[config.mk]
export PLATFORM = sky130hd
export DESIGN_NAME = keypad_ctrl
export DESIGN_NICKNAME = d
export VERILOG_FILES = /design/src/rtl/keypad_ctrl.sv
export SDC_FILE = /design/constraint.sdc
export NUM_CORES = 1
export LEC_CHECK = 0
export CORE_UTILIZATION = 30
export CTS_CLUSTER_SIZE = 12
export DETAILED_ROUTE_END_ITERATION = 8
export SLEW_MARGIN = 0
export SYNTH_ARGS = -nofsm -noshare
export SYNTH_HDL_FRONTEND = slang
export SYNTH_SLANG_ARGS = --single-unit
[constraint.sdc]
create_clock -name clk -period 3.7 [get_ports clk]
set_clock_uncertainty 0.05 [all_clocks]
set_input_delay 0.74 -clock clk [delete_from_list [all_inputs] [get_ports clk]]
set_output_delay 0.74 -clock clk [all_outputs]
set_load 0.01 [all_outputs]
[src/rtl/keypad_ctrl.sv]
// keypad_ctrl: 4x4 matrix keypad scanner with press/release debounce and a two-digit history.
// Optional auto-repeat while a key is held: define KEYPAD_REPEAT_EN.
module keypad_ctrl #(
  parameter int SCAN_CYCLES     = 50000,
  parameter int DEBOUNCE_CYCLES = 1000000
`ifdef KEYPAD_REPEAT_EN
  , parameter int REPEAT_CYCLES = 24000000
`endif
) (
  input  logic       clk,
  input  logic       reset,
  input  logic [3:0] rows,
  output logic [3:0] cols,
  output logic       key_valid,
  output logic [3:0] key_code,
  output logic [3:0] digit_new,
  output logic [3:0] digit_old
);

  // state    | meaning
  // SCAN     | drive one column per dwell, sample rows at the end of the dwell
  // DEBOUNCE | candidate key found, waiting for a stable low on its row
  // HELD     | key accepted, waiting for its row to go high
  // RELEASE  | row high, waiting for a stable release
  typedef enum logic [1:0] {SCAN, DEBOUNCE, HELD, RELEASE} state_t;

  localparam int DW = $clog2(SCAN_CYCLES);
  localparam int BW = $clog2(DEBOUNCE_CYCLES);

  state_t          state, state_nxt;
  logic [1:0]      col, col_nxt;
  logic [1:0]      row, row_nxt;
  logic [1:0]      low_row;
  logic [DW-1:0]   dwell, dwell_nxt;
  logic [BW-1:0]   cnt, cnt_nxt, cnt_inc;
  logic [3:0]      rows_m, rows_s;
  logic [3:0]      code;
  logic            row_low;
  logic            emit;
`ifdef KEYPAD_REPEAT_EN
  localparam int RW = $clog2(REPEAT_CYCLES);
  logic [RW-1:0]   rpt, rpt_nxt;
`endif

  function automatic logic [3:0] keymap(input logic [1:0] r, input logic [1:0] c);
    keymap = 4'h0;
    case ({r, c})
      4'h0: keymap = 4'h1;
      4'h1: keymap = 4'h2;
      4'h2: keymap = 4'h3;
      4'h3: keymap = 4'hA;
      4'h4: keymap = 4'h4;
      4'h5: keymap = 4'h5;
      4'h6: keymap = 4'h6;
      4'h7: keymap = 4'hB;
      4'h8: keymap = 4'h7;
      4'h9: keymap = 4'h8;
      4'hA: keymap = 4'h9;
      4'hB: keymap = 4'hC;
      4'hC: keymap = 4'hE;
      4'hD: keymap = 4'h0;
      4'hE: keymap = 4'hF;
      4'hF: keymap = 4'hD;
      default: keymap = 4'h0;
    endcase
  endfunction

  assign cols = ~(4'b0001 << col);
  assign code = keymap(row, col);

  always_comb begin
    state_nxt = state;
    col_nxt   = col;
    row_nxt   = row;
    dwell_nxt = dwell;
    cnt_nxt   = cnt;
    emit      = 1'b0;
    row_low   = ~rows_s[row];
    cnt_inc   = (cnt == BW'(DEBOUNCE_CYCLES - 1)) ? cnt : cnt + BW'(1);
`ifdef KEYPAD_REPEAT_EN
    rpt_nxt   = '0;
`endif
    if (!rows_s[0])      low_row = 2'd0;
    else if (!rows_s[1]) low_row = 2'd1;
    else if (!rows_s[2]) low_row = 2'd2;
    else                 low_row = 2'd3;

    // The low sample taken in SCAN counts as the first debounce sample,
    // so DEBOUNCE/RELEASE finish when the counter reaches DEBOUNCE_CYCLES-2.
    case (state)
      SCAN: begin
        if (dwell == DW'(SCAN_CYCLES - 1)) begin
          dwell_nxt = '0;
          if (rows_s != 4'hF) begin
            row_nxt   = low_row;
            cnt_nxt   = '0;
            state_nxt = DEBOUNCE;
          end else begin
            col_nxt = col + 2'd1;
          end
        end else begin
          dwell_nxt = dwell + DW'(1);
        end
      end
      DEBOUNCE: begin
        if (!row_low) begin
          col_nxt   = col + 2'd1;
          dwell_nxt = '0;
          state_nxt = SCAN;
        end else if (cnt == BW'(DEBOUNCE_CYCLES - 2)) begin
          emit      = 1'b1;
          state_nxt = HELD;
        end else begin
          cnt_nxt = cnt_inc;
        end
      end
      HELD: begin
        if (!row_low) begin
          cnt_nxt   = '0;
          state_nxt = RELEASE;
        end else begin
`ifdef KEYPAD_REPEAT_EN
          if (rpt == RW'(REPEAT_CYCLES - 1)) emit = 1'b1;
          else                              rpt_nxt = rpt + RW'(1);
`endif
        end
      end
      RELEASE: begin
        if (row_low) begin
          state_nxt = HELD;
        end else if (cnt == BW'(DEBOUNCE_CYCLES - 2)) begin
          col_nxt   = col + 2'd1;
          dwell_nxt = '0;
          state_nxt = SCAN;
        end else begin
          cnt_nxt = cnt_inc;
        end
      end
      default: state_nxt = SCAN;
    endcase
  end

  always_ff @(posedge clk) begin
    if (!reset) begin
      state     <= SCAN;
      col       <= '0;
      row       <= '0;
      dwell     <= '0;
      cnt       <= '0;
      rows_m    <= 4'hF;
      rows_s    <= 4'hF;
      key_valid <= 1'b0;
      key_code  <= 4'h0;
      digit_new <= 4'h0;
      digit_old <= 4'h0;
`ifdef KEYPAD_REPEAT_EN
      rpt       <= '0;
`endif
    end else begin
      state     <= state_nxt;
      col       <= col_nxt;
      row       <= row_nxt;
      dwell     <= dwell_nxt;
      cnt       <= cnt_nxt;
      rows_m    <= rows;
      rows_s    <= rows_m;
      key_valid <= emit;
      if (emit) begin
        key_code  <= code;
        digit_new <= code;
        digit_old <= digit_new;
      end
`ifdef KEYPAD_REPEAT_EN
      rpt       <= rpt_nxt;
`endif
    end
  end

endmodule

==> run notes <==
• 36.36% — share of Yosys cell area claimed by the top area cell type
• 2709 — vias in the first global route
• 0.06 ns — clock-pin slew on the worst setup and hold paths
• 0 — number of buffers added for setup after CTS
• 22 — tally of buffers added on design ports
• 7.407 mm — Final Routed Wirelength
• flop — Setup crit end kind
• 1275 µW — total power
• 0 — number of antenna violations at the first check in global routing
• 402 — final layout net count
• dwell[8]$_SDFFE_PN0P_ — critical register-to-register path endpoint
• dwell[4]$_SDFFE_PN0P_ — Critical R2R Launch
• 8.616 µm² — average footprint of a synthesized cell
• sequential cells — group drawing the most power
• 0 — Max Slew Vio Count
• 23 — number of primary I/O pins
• 342.8 nW/µm² — total power divided by cell area
• 306 — Iteration-0 DRC Markers
• 13 — Clock buffer cells
• false — unrepaired setup endpoints after global routing
• cnt — register name with the most flops
• 37 — Core Rows
• 0 — final-report setup violation count
• dwell[4]$_SDFFE_PN0P_ — launching instance or port of the critical path
• 5.435 — number of vias per cell after detailed routing
• 3.84 ns — endpoint required time on the critical path
• 0 ns — Setup TNS
• 0 — final hold vios
• 0.6289 ns — worst slack after detailed placement
• 1181 µm² — Reg area
• 392 — synthesized netlist net count
• 0.1592 mV — IR Drop Worst-Case VDD
• 2.763 ns — minimum clock period
• 48 — number of distinct library cell variants in the gate-level netlist after synthesis
• 2 — clock buffer depth
• 12.85 mm — wire length of the first global-routing pass
• 0.9974 ns — transition time at the pin with the least slew margin
• 0 — number of warnings issued by yosys
• 59 — FF+latch count, synth
• 6.727% — Final non-clock buffer share
• 3248 µm² — Cell Area, Synth
• 0 — leftover overflow at the end of global routing
• 59 — number of sequential cells
• 0.34 ns — Clock Latency Late Sink
• 0 — reported max-cap violation count
• 0.3619 GHz — f_max
• dfxtp_1 — most used flip-flop cell after synthesis
• dfxtp_1 36%, o31ai_1 6.0%, or4_1 5.5%, a21oi_1 5.2%, mux2i_1 3.7% — biggest area cells
• built — CTS tree
• 1002 µW — internal portion of total power
• 271 — comb_multi_in
• 36.36% — post-synthesis sequential area ratio
• 273.4 µW — NetSw
• 2.90 ns — WP data arrival
• 1079 — count of fill cells added during filler insertion
• cnt: 20 flops, dwell: 16 flops — registers with the most flip-flops
• 377 — number of cell instances after yosys synthesis
• 50.7% — Flop pwr share
• 31.75% — flip-flop and latch share of the layout cell area
• complete, no violations — result of the run
• 59 — count of clock tree sinks
• flop to flop — Hold WC Path Type
• 0.7867 — routability cong.
• dwell[8]$_SDFFE_PN0P_ — Critical path destination
• 3.3% — proportion of power drawn by combinational gates
• flop — Critical Path Source Type
• 11250 µm² — die outline area
• 59 x dfxtp_1, 34 x a21oi_1, 27 x nand2_1, 26 x o31ai_1, 24 x or4_1 — most frequent cells in the layout
• flop to flop — path type of the worst setup path
• 3 — CTS H-tree lvls
• 21.43% — switching portion of total power
• 74.68% — ratio of final minimum period to clock period
• 33.38% — relative slew slack
• 10420 µm² — floorplan core area
• 647 µW — P_seq
• dfxtp_1 — biggest area consumer among synthesized cells
• clkbuf_8 — root buf cell
• 0.94 ns — minimum setup slack among reg-to-reg paths
• 42.1 µW — combinational logic power
• 377 — Syn Inst Count
• 0 — count of hold-fix buffers inserted at cts
• 31.18% — floorplan core density
• 586 µW — Clock net power
• 3248 µm² — area reported by Yosys stat
• rows_m[3]$_SDFF_PN1_ — launch point of the worst hold path
• 5 — number of search-and-repair iterations in the first detailed-routing pass
• 9 — clock buffer count from CTS
• 106.1 µm — overall die width
• 14.52% — synth-to-layout area growth
## critical path: stages, from the launching register on
cell,delay [ns]
dfxtp_1,0.36
or4_4,0.57
nor4_4,0.42
nor2_1,0.16
a211oi_2,0.85
o21ai_0,0.19
## through the flow
step / cells / area (µm²)
final: 527 / 3720
after global routing: 527 / 3720
after CTS: 527 / 3720
after detailed placement: 512 / 3526
after global placement: 512 / 3526
after floorplan: 377 / 3248
## per-layer routing
layer	track usage, %	vias to the layer above
met5	0	-
met4	8.631	0
met3	2.636	2
met2	22.69	75
met1	17.92	1348
li1	-	1439
## kinds of logic after synthesis
logic type	Yosys count	synth area share [%]
flops	59	36.36
buf+inv	47	6.857
compound gates	90	17.60
fa+ha+maj	9	3.467
simple gates	156	29.93
mux	16	5.778
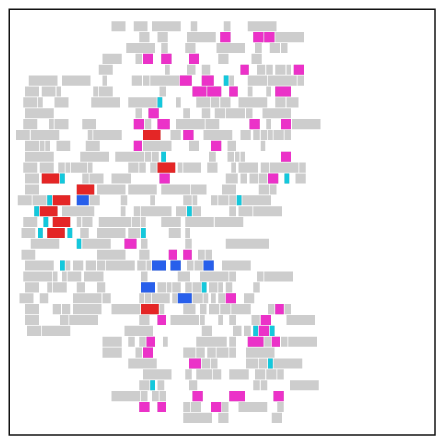
Figure 1: logic cells by family.
Scale: 4 px per µm.
legend:
  magenta:
    family: AND and OR gates
    cells: 44
  blue:
    family: AND-OR and OR-AND gates
    cells: 6
  cyan:
    family: inverters
    cells: 20
  red:
    family: adder and majority cells
    cells: 9
    where: left middle
Comb area share: 49.71%
number of standard cells in the layout, taps in and fillers out: 527
Top cell excl fill/tap: dfxtp_1

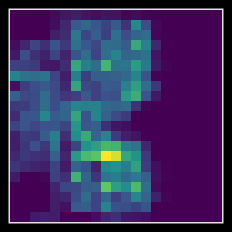
Figure 2: routed metal per tile.
Scale: 2 px per µm. The die is cut into 21 by 21 equal tiles; dark purple is low, yellow is high, scaled to the fullest tile. Values are wire area over tile area, all layers added.
tiles over half the peak: 6.3%
fullest tile: 0.64
nearly empty tiles: 40%
densest ninth of the die: bottom middle
mean over tiles: 0.10
vias post-DR: 2864
All-Layer GR Usage: 14.27%

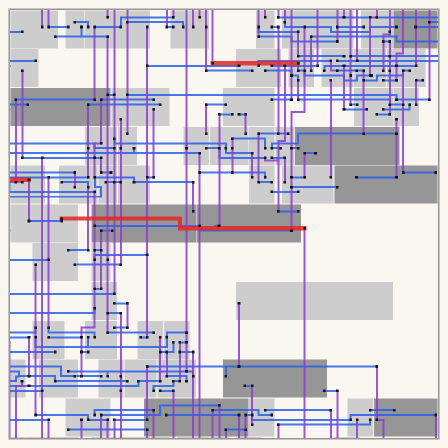
Figure 3: a small window of the routed layout.
Region (38, 38) to (68, 68) µm. Cells in gray, sequential cells in the stronger gray; small squares are vias.
legend:
  red:
    layer: met3
  purple:
    layer: met2
  blue:
    layer: met1
sequential cells in the window: 8
netlist names of flops here include: `cnt` (3), `dwell` (3)
most frequent: dfxtp_1 (8), nand3_1 (5)
cells with their middle in the window: 52

Power and IR drop assume default switching activity.
